==> images/placement_by_type.png <==
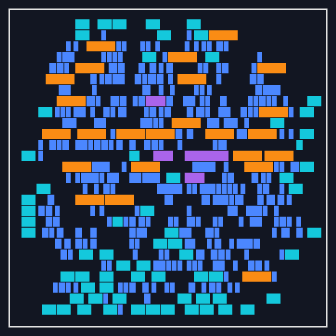
==> images/flops_by_reg.png <==
Other sequential cells in the stronger gray, the rest of the logic in the fainter gray.
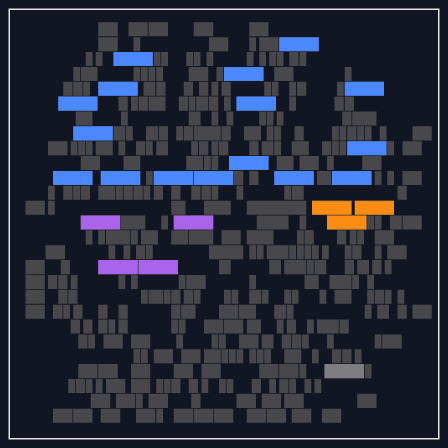
`config.mk`:
```
export PLATFORM = sky130hd
export DESIGN_NAME = punc_control_mc
export DESIGN_NICKNAME = d
export VERILOG_FILES = /design/src/rtl/punc_pkg.sv /design/src/rtl/punc_mem_phase.sv /design/src/rtl/punc_control_mc.sv
export SDC_FILE = /design/constraint.sdc
export NUM_CORES = 1
export LEC_CHECK = 0
export ABC_AREA = 1
export ABC_CLOCK_PERIOD_IN_PS = 4600
export CELL_PAD_IN_SITES_DETAIL_PLACEMENT = 0
export CELL_PAD_IN_SITES_GLOBAL_PLACEMENT = 1
export CORE_UTILIZATION = 33
export DETAILED_ROUTE_END_ITERATION = 16
export PLACE_DENSITY = 0.84
export SLEW_MARGIN = 20
export SYNTH_ARGS = -nofsm -noshare
export SYNTH_HDL_FRONTEND = slang
export SYNTH_SLANG_ARGS = --single-unit
export TNS_END_PERCENT = 1
```
`constraint.sdc`:
```
create_clock -name clk -period 4.6 [get_ports clk]
set_clock_uncertainty 0.15 [all_clocks]
set_input_delay 0.69 -clock clk [delete_from_list [all_inputs] [get_ports clk]]
set_output_delay 0.69 -clock clk [all_outputs]
set_load 0.01 [all_outputs]
```
`src/rtl/punc_pkg.sv`:
```
// punc_pkg: opcodes, IR field ranges, state type and datapath
// select encodings shared by the PUnC multi-cycle control unit.

`define IR_OPC 15:12
`define IR_DR  11:9
`define IR_NZP 11:9
`define IR_SR1 8:6
`define IR_SR2 2:0
`define IR_IMM 5
`define IR_JSR 11

package punc_pkg;

    localparam logic [3:0] OC_BR  = 4'b0000;
    localparam logic [3:0] OC_ADD = 4'b0001;
    localparam logic [3:0] OC_LD  = 4'b0010;
    localparam logic [3:0] OC_ST  = 4'b0011;
    localparam logic [3:0] OC_JSR = 4'b0100;
    localparam logic [3:0] OC_AND = 4'b0101;
    localparam logic [3:0] OC_LDR = 4'b0110;
    localparam logic [3:0] OC_STR = 4'b0111;
    localparam logic [3:0] OC_RTI = 4'b1000;
    localparam logic [3:0] OC_NOT = 4'b1001;
    localparam logic [3:0] OC_LDI = 4'b1010;
    localparam logic [3:0] OC_STI = 4'b1011;
    localparam logic [3:0] OC_JMP = 4'b1100;
    localparam logic [3:0] OC_RES = 4'b1101;
    localparam logic [3:0] OC_LEA = 4'b1110;
    localparam logic [3:0] OC_HLT = 4'b1111;

    typedef enum logic [2:0] {
        S_INIT,
        S_FETCH,
        S_DECODE,
        S_EXEC,
        S_EXEC2,
        S_HALT
    } state_t;

    localparam logic [1:0] ADDR_PC     = 2'd0;
    localparam logic [1:0] ADDR_PC_OFF = 2'd1;
    localparam logic [1:0] ADDR_IND    = 2'd2;
    localparam logic [1:0] ADDR_BASE   = 2'd3;

    localparam logic [1:0] WD_ALU    = 2'd0;
    localparam logic [1:0] WD_PC     = 2'd1;
    localparam logic [1:0] WD_MEM    = 2'd2;
    localparam logic [1:0] WD_PC_OFF = 2'd3;

    localparam logic [1:0] ALU_PASS = 2'd0;
    localparam logic [1:0] ALU_ADD  = 2'd1;
    localparam logic [1:0] ALU_AND  = 2'd2;
    localparam logic [1:0] ALU_NOT  = 2'd3;

    localparam logic [1:0] SX_IMM5  = 2'd0;
    localparam logic [1:0] SX_OFF6  = 2'd1;
    localparam logic [1:0] SX_OFF9  = 2'd2;
    localparam logic [1:0] SX_OFF11 = 2'd3;

    function automatic logic is_illegal(input logic [3:0] opc);
        return (opc == OC_RTI) || (opc == OC_RES);
    endfunction

    function automatic logic is_mem_op(input logic [3:0] opc);
        return (opc == OC_LD)  || (opc == OC_LDR) ||
               (opc == OC_ST)  || (opc == OC_STR) ||
               (opc == OC_LDI) || (opc == OC_STI);
    endfunction

endpackage

```
`src/rtl/punc_mem_phase.sv`:
```
// punc_mem_phase: decides when the current memory phase completes,
// either after MEM_WAIT+1 cycles or on the first mem_rdy while active.

module punc_mem_phase #(
    parameter int MEM_WAIT = 0,
    parameter int USE_RDY  = 0
) (
    input  logic clk,
    input  logic rst,
    input  logic active,
    input  logic mem_rdy,
    output logic done
);

    generate
        if (USE_RDY != 0) begin : g_rdy
            logic unused_rdy;
            assign unused_rdy = ^{clk, rst};
            assign done = active & mem_rdy;
        end else begin : g_wait
            localparam logic [3:0] LAST = 4'(MEM_WAIT);
            logic [3:0] cnt;
            logic       unused_wait;
            assign unused_wait = mem_rdy;
            assign done = active && (cnt == LAST);
            // Count cycles spent in the phase; restart at every phase boundary.
            always_ff @(posedge clk) begin
                if (rst || !active || done) cnt <= '0;
                else cnt <= cnt + 4'd1;
            end
        end
    endgenerate

endmodule

```
`src/rtl/punc_control_mc.sv`:
```
// punc_control_mc: multi-cycle LC3 control unit sequencing fetch,
// decode and execute against variable-latency memory.

module punc_control_mc
    import punc_pkg::*;
#(
    parameter int MEM_WAIT = 0,
    parameter int USE_RDY  = 0,
    parameter int CNT_W    = 16
) (
    input  logic             clk,
    input  logic             rst,
    input  logic [15:0]      ir,
    input  logic [2:0]       cc_nzp,
    input  logic             mem_rdy,
    output logic             mem_req,
    output logic             mem_wr_en,
    output logic [1:0]       mem_addr_sel,
    output logic             mdr_ld,
    output logic             ir_ld,
    output logic             pc_ld,
    output logic             pc_up,
    output logic             pc_clr,
    output logic             pc_sel,
    output logic             rf_wr_en,
    output logic [2:0]       rf_wr_addr,
    output logic [2:0]       rf_r_addr_0,
    output logic [2:0]       rf_r_addr_1,
    output logic [1:0]       rf_w_data_sel,
    output logic [1:0]       alu_sel,
    output logic             add_const,
    output logic [1:0]       sext_sel,
    output logic             cc_en,
    output logic             halted,
    output logic             illegal,
    output logic [CNT_W-1:0] retired
);

    state_t           state, state_nx;
    logic [CNT_W-1:0] ret_q;
    logic             ill_q;
    logic             ret_inc, ill_set, exec_fin;
    logic             phase_done;
    logic [3:0]       opc;
    logic             unused_ir;

    assign opc       = ir[`IR_OPC];
    assign unused_ir = ^ir[4:3];

    assign halted  = ~rst & (state == S_HALT);
    assign illegal = ~rst & ill_q;
    assign retired = rst ? '0 : ret_q;

    punc_mem_phase #(
        .MEM_WAIT(MEM_WAIT),
        .USE_RDY (USE_RDY)
    ) u_phase (
        .clk    (clk),
        .rst    (rst),
        .active (mem_req),
        .mem_rdy(mem_rdy),
        .done   (phase_done)
    );

    // Memory phase is active in FETCH, EXEC2 and memory-type EXEC.
    always_comb begin
        mem_req = 1'b0;
        if (!rst) begin
            case (state)
                S_FETCH, S_EXEC2: mem_req = 1'b1;
                S_EXEC:           mem_req = is_mem_op(opc);
                default:          mem_req = 1'b0;
            endcase
        end
    end

    // Next state and all control strobes; everything is zero under reset.
    always_comb begin
        state_nx      = state;
        ret_inc       = 1'b0;
        ill_set       = 1'b0;
        exec_fin      = 1'b0;
        mem_wr_en     = 1'b0;
        mem_addr_sel  = ADDR_PC;
        mdr_ld        = 1'b0;
        ir_ld         = 1'b0;
        pc_ld         = 1'b0;
        pc_up         = 1'b0;
        pc_clr        = 1'b0;
        pc_sel        = 1'b0;
        rf_wr_en      = 1'b0;
        rf_wr_addr    = 3'd0;
        rf_r_addr_0   = 3'd0;
        rf_r_addr_1   = 3'd0;
        rf_w_data_sel = WD_ALU;
        alu_sel       = ALU_PASS;
        add_const     = 1'b0;
        sext_sel      = SX_IMM5;
        cc_en         = 1'b0;
        if (!rst) begin
            case (state)
                S_INIT: begin
                    pc_clr   = 1'b1;
                    state_nx = S_FETCH;
                end
                S_FETCH: begin
                    mem_addr_sel = ADDR_PC;
                    if (phase_done) begin
                        ir_ld    = 1'b1;
                        state_nx = S_DECODE;
                    end
                end
                S_DECODE: begin
                    pc_up   = 1'b1;
                    ill_set = is_illegal(opc);
                    unique case (1'b1)
                        opc == OC_HLT:   state_nx = S_HALT;
                        is_illegal(opc): state_nx = S_HALT;
                        default:         state_nx = S_EXEC;
                    endcase
                end
                S_EXEC: begin
                    rf_wr_addr  = ir[`IR_DR];
                    rf_r_addr_0 = ir[`IR_SR1];
                    rf_r_addr_1 = ir[`IR_SR2];
                    exec_fin    = 1'b1;
                    case (opc)
                        OC_ADD, OC_AND: begin
                            alu_sel   = (opc == OC_ADD) ? ALU_ADD : ALU_AND;
                            add_const = ir[`IR_IMM];
                            sext_sel  = SX_IMM5;
                            rf_wr_en  = 1'b1;
                            cc_en     = 1'b1;
                        end
                        OC_NOT: begin
                            alu_sel  = ALU_NOT;
                            rf_wr_en = 1'b1;
                            cc_en    = 1'b1;
                        end
                        OC_LEA: begin
                            sext_sel      = SX_OFF9;
                            rf_w_data_sel = WD_PC_OFF;
                            rf_wr_en      = 1'b1;
                            cc_en         = 1'b1;
                        end
                        OC_JMP: begin
                            pc_ld  = 1'b1;
                            pc_sel = 1'b1;
                        end
                        OC_JSR: begin
                            rf_wr_addr    = 3'd7;
                            rf_w_data_sel = WD_PC;
                            rf_wr_en      = 1'b1;
                            sext_sel      = SX_OFF11;
                            pc_ld         = 1'b1;
                            pc_sel        = ~ir[`IR_JSR];
                        end
                        OC_BR: begin
                            sext_sel = SX_OFF9;
                            pc_ld    = |(ir[`IR_NZP] & cc_nzp);
                        end
                        OC_LD, OC_LDR: begin
                            mem_addr_sel  = (opc == OC_LD) ? ADDR_PC_OFF : ADDR_BASE;
                            sext_sel      = (opc == OC_LD) ? SX_OFF9 : SX_OFF6;
                            rf_w_data_sel = WD_MEM;
                            rf_wr_en      = phase_done;
                            cc_en         = phase_done;
                            exec_fin      = phase_done;
                        end
                        OC_ST, OC_STR: begin
                            mem_addr_sel = (opc == OC_ST) ? ADDR_PC_OFF : ADDR_BASE;
                            sext_sel     = (opc == OC_ST) ? SX_OFF9 : SX_OFF6;
                            mem_wr_en    = 1'b1;
                            rf_r_addr_1  = ir[`IR_DR];
                            exec_fin     = phase_done;
                        end
                        OC_LDI, OC_STI: begin
                            mem_addr_sel = ADDR_PC_OFF;
                            sext_sel     = SX_OFF9;
                            mdr_ld       = phase_done;
                            exec_fin     = 1'b0;
                            if (phase_done) state_nx = S_EXEC2;
                        end
                        default: exec_fin = 1'b1;
                    endcase
                    if (exec_fin) begin
                        state_nx = S_FETCH;
                        ret_inc  = 1'b1;
                    end
                end
                S_EXEC2: begin
                    mem_addr_sel = ADDR_IND;
                    rf_wr_addr   = ir[`IR_DR];
                    rf_r_addr_1  = ir[`IR_DR];
                    if (opc == OC_STI) begin
                        mem_wr_en = 1'b1;
                    end else begin
                        rf_w_data_sel = WD_MEM;
                        rf_wr_en      = phase_done;
                        cc_en         = phase_done;
                    end
                    if (phase_done) begin
                        state_nx = S_FETCH;
                        ret_inc  = 1'b1;
                    end
                end
                S_HALT:  state_nx = S_HALT;
                default: state_nx = S_INIT;
            endcase
        end
    end

    // State register.
    always_ff @(posedge clk) begin
        if (rst) state <= S_INIT;
        else state <= state_nx;
    end

    // Retired-instruction counter and sticky illegal-opcode flag.
    always_ff @(posedge clk) begin
        if (rst) begin
            ret_q <= '0;
            ill_q <= 1'b0;
        end else begin
            if (ret_inc) ret_q <= ret_q + CNT_W'(1);
            if (ill_set) ill_q <= 1'b1;
        end
    end

endmodule
```
==> Slide: Implementation Results <==
Key Metrics from the Run

Status
  – Status: finished, final reports clean

Routing
  – Post-Route WL: 5.442 mm
  – Vias/cell: 4.903
  – Wire per inst: 12.31 um
  – Drt pass-1 iters: 4
  – 1st-iter DRT viols: 174
  – Post-route DRC violation count: 0
  – Via count: 2167
  – DRT antenna net count: 0

Layout
  – Antenna cells: 0
  – Layout overhead on the synthesized area: 38.32%
  – Fill cell count: 605
  – # nets final: 396
  – Share of cells above drive strength 1: 6.216%

Critical path
  – Setup crit start kind: primary input
  – Setup slack, reg-to-reg: 2.46 ns
  – Arr. time, crit path: 2.90 ns
  – Crit path max-delay family: buffers and inverters
  – Crit-path cells: clkdlybuf4s50_1 -> nand2_1 -> inv_1 -> nor2_4 -> nand2_4 -> a21oi_4 -> nand2_1 -> nor4_1 -> clkdlybuf4s50_1
  – CP max stage cell: clkdlybuf4s50_1
  – Reg2Reg Depth: 12
  – Crit. End Element: primary output
  – Bufs and invs on worst path: 3
  – Worst Setup EP: mdr_ld
  – Cell depth of the worst setup path: 9
  – Crit path max fanout: 6
  – WS Path Type: in2out
  – Worst Setup SP: ir[14]
  – CP Data Required Time: 3.76 ns
  – Max stage delay on crit path: 0.60 ns
  – Worst r2r dst: ret_q[3]
  – RR Startpoint: state[2]

Clock tree
  – CTS resizes: 0
  – Late-Pin Clk Latency: 0.27 ns
  – Hold Buf Count CTS: 0
  – Setup bufs post-CTS: 0
  – Num CTS Buffers: 3
  – TritonCTS clock tree: built
  – Clock Tree Root: clkbuf_8
  – Clock transition at the registers of the reported paths: 0.09 ns
  – Clk buf depth: 2
  – # clock sinks: 24
  – H-tree depth: 1

Run
  – Max Cap Viol: 0
  – Tool warnings: 30

Worst hold path
  – Worst hold start: u_phase.g_wait.cnt[0]
  – Hold Path Class: reg2reg

Yosys
  – Simple-Gate Area Share: 41.51%
  – Yosys warning tally: 0
  – Max-area cell share: 24.98%
  – Comb area leader: simple AND/OR/NAND/NOR gates
  – Cell count in the Yosys report: 311
  – Post-Synth AOI/OAI Area: 14.31%
  – Mapped Cells: 311
  – Ranking of synthesized cells by area: dfxtp_1, nand2_1, nor2_1, inv_1, nand3_1
  – Mean cell area of the mapped netlist: 6.184 sq um
  – Number of enable flip-flop cells: 0
  – Mapped cell area: 1923 sq um
  – Seq/Total Area, Yosys: 24.98%
  – #FFs+latches synth: 24
  – Synth area leader: dfxtp_1
  – Ys async rst share: 0%
  – YS chip area: 1923 sq um
  – Distinct cells, synth: 39
  – Top FF cell, synth: dfxtp_1
  – Adder share: 1.952%
  – Synth mux share: 0%
  – Syn nets: 336
  – Yosys xor share: 4.554%

Placed design
  – GPL Wtd Cong: 0.8594
  – HPWL after DPL: 4.156 mm
  – # port buffers: 64

Pwr
  – PwrDens: 256.9 nW/um^2
  – LEAKAGE: 0.9747 nW
  – Peak VDD IR: 0.0001559 V

Timing
  – Final count of hold timing violations: 0
  – Final min period: 3.739 ns
  – Setup-failing EPs final: 0
  – Worst relative slew slack: 66.87%
  – Sum Neg Setup Slack: 0 ns
  – Period utilization: 81.29%
  – Fmax: 267.4 MHz
  – Fin. max-slew vios: 0
  – Tightest Pin Transition: 0.4931 ns
  – Min Hold Slack: 0.3164 ns
  – Unrepaired setup endpoints after global routing: no

Floorplanning
  – Chip area: 6137 sq um
  – Die span in x: 78.34 um
  – Pre-Place Util: 34.50%
  – Die height: 78.34 um
  – Num rows: 27
  – # IOs: 68

GRT
  – Largest net degree at the start of global routing: 28
  – Remaining global-route overflow: 0
  – Global-route wire length before repair: 9.349 mm
  – Number of global-route vias before repair: 1947
  – Tot GR Track Use: 18.88%
  – Initial antenna violation count: 0
About placement_by_type.png:
[cyan] other buffers and delay cells | cells: 66 | share of their area: 25%
[orange] flops | cells: 24 | share of their area: 19%
[purple] clock drivers and dummy loads | cells: 4 | share of their area: 2.8%
[blue] combinational and other logic | cells: 276 | share of their area: 53%
Core Util, Final: 47.72%
core area: 5574 sq um
Seq/total area: 18.06%

About flops_by_reg.png:
[orange] state | placed flops: 3
[blue] ret_q | placed flops: 16
[purple] u_phase.g_wait.cnt | placed flops: 4
not colored: 1
Sequential Power: 0.240 mW
Seq. cell area: 480.5 sq um

-- where the power goes --
part	switching, mW	internal [mW]	total [mW]
clock	0.0733	0.116	0.190
combinational	0.154	0.0992	0.254
sequential	0.0178	0.222	0.240
-- final cells by class --
class / count / area [sq um] / area share [%]
Multi-Input combinational cell: 231 / 1199 / 45.06
Inverter: 45 / 168.9 / 6.350
Clock buffer: 3 / 41.29 / 1.552
Sequential cell: 24 / 480.5 / 18.06
Clock inverter: 1 / 30.03 / 1.129
Tap cell: 72 / 90.09 / 3.387
Timing Repair Buffer: 66 / 650.6 / 24.46
-- synth_stat cells, drive strengths merged, types with 3 or more instances --
cell,n
clkbuf,5
a21oi,25
dfxtp,24
buf,6
nand3,27
nor3,15
inv,45
o21ai,11
nor4,5
nor2,56
nand4,6
nand2,60
xor2,9
ha,3
-- per-stage QoR --
| stage | total power, mW | cell area (sq um) | util [%] | worst slack [ns] | instances |
|---|---|---|---|---|---|
| 2_1_floorplan | 0.4150 | 1923 | - | 1.954 | 311 |
| 3_3_place_gp | 0.4975 | 2589 | 46.44 | 0.8413 | 438 |
| 3_5_place_dp | 0.4976 | 2589 | 46.44 | 0.8852 | 438 |
| 4_1_cts | 0.6881 | 2660 | 47.72 | 0.8740 | 442 |
| 5_1_grt | 0.7331 | 2660 | 47.72 | 0.7247 | 442 |
| 6_report | 0.6835 | 2660 | 47.72 | 0.8605 | 442 |
-- registers in the layout, summed over array words and instances (netlist names) --
register / count
ret_q: 16
u_phase.g_wait.cnt: 4
state: 3
ill_q: 1
-- kinds of logic (layout without fill, tap and decap cells) --
kind of cell    after synthesis  count (layout)
flops                        24              24
simple gates                172             172
xor+xnor                     10              10
buf+inv                      56             115
fa+ha+maj                     3               3
compound gates               46              46
-- worst min-delay path by stage --
stage | end | cells after the start
after floorplan | u_phase.g_wait.cnt[0] | 1
after global placement | u_phase.g_wait.cnt[0] | 1
after detailed placement | u_phase.g_wait.cnt[0] | 1
after CTS | u_phase.g_wait.cnt[0] | 1
after global routing | u_phase.g_wait.cnt[0] | 1
final | u_phase.g_wait.cnt[0] | 1
-- metal layers --
layer	vias up	wire length, um	track usage (%)
met2	46	2343	28.42
met4	0	57	5.185
met3	4	183	2.558
met1	979	2858	27.76
li1	1138	-	-
met5	-	0	0
-- placed cells by master (no fill, tap or decap), types with 2 or more instances in the layout --
| cell | instances |
|---|---|
| nand4_1 | 6 |
| dfxtp_1 | 24 |
| nand3_1 | 24 |
| nand3_2 | 2 |
| nor4_1 | 5 |
| a21oi_1 | 22 |
| nor3_1 | 15 |
| o22ai_1 | 2 |
| ha_1 | 3 |
| inv_1 | 42 |
| clkbuf_8 | 3 |
| nor2_1 | 54 |
| inv_2 | 3 |
| nand2_4 | 2 |
| nand2_2 | 2 |
| buf_4 | 2 |
| clkdlybuf4s50_1 | 63 |
| nor2_4 | 2 |
| xor2_1 | 9 |
| o21ai_0 | 11 |
| a21oi_2 | 2 |
| nand2_1 | 56 |
No activity file was given, so power comes from the tool's default toggle rates.
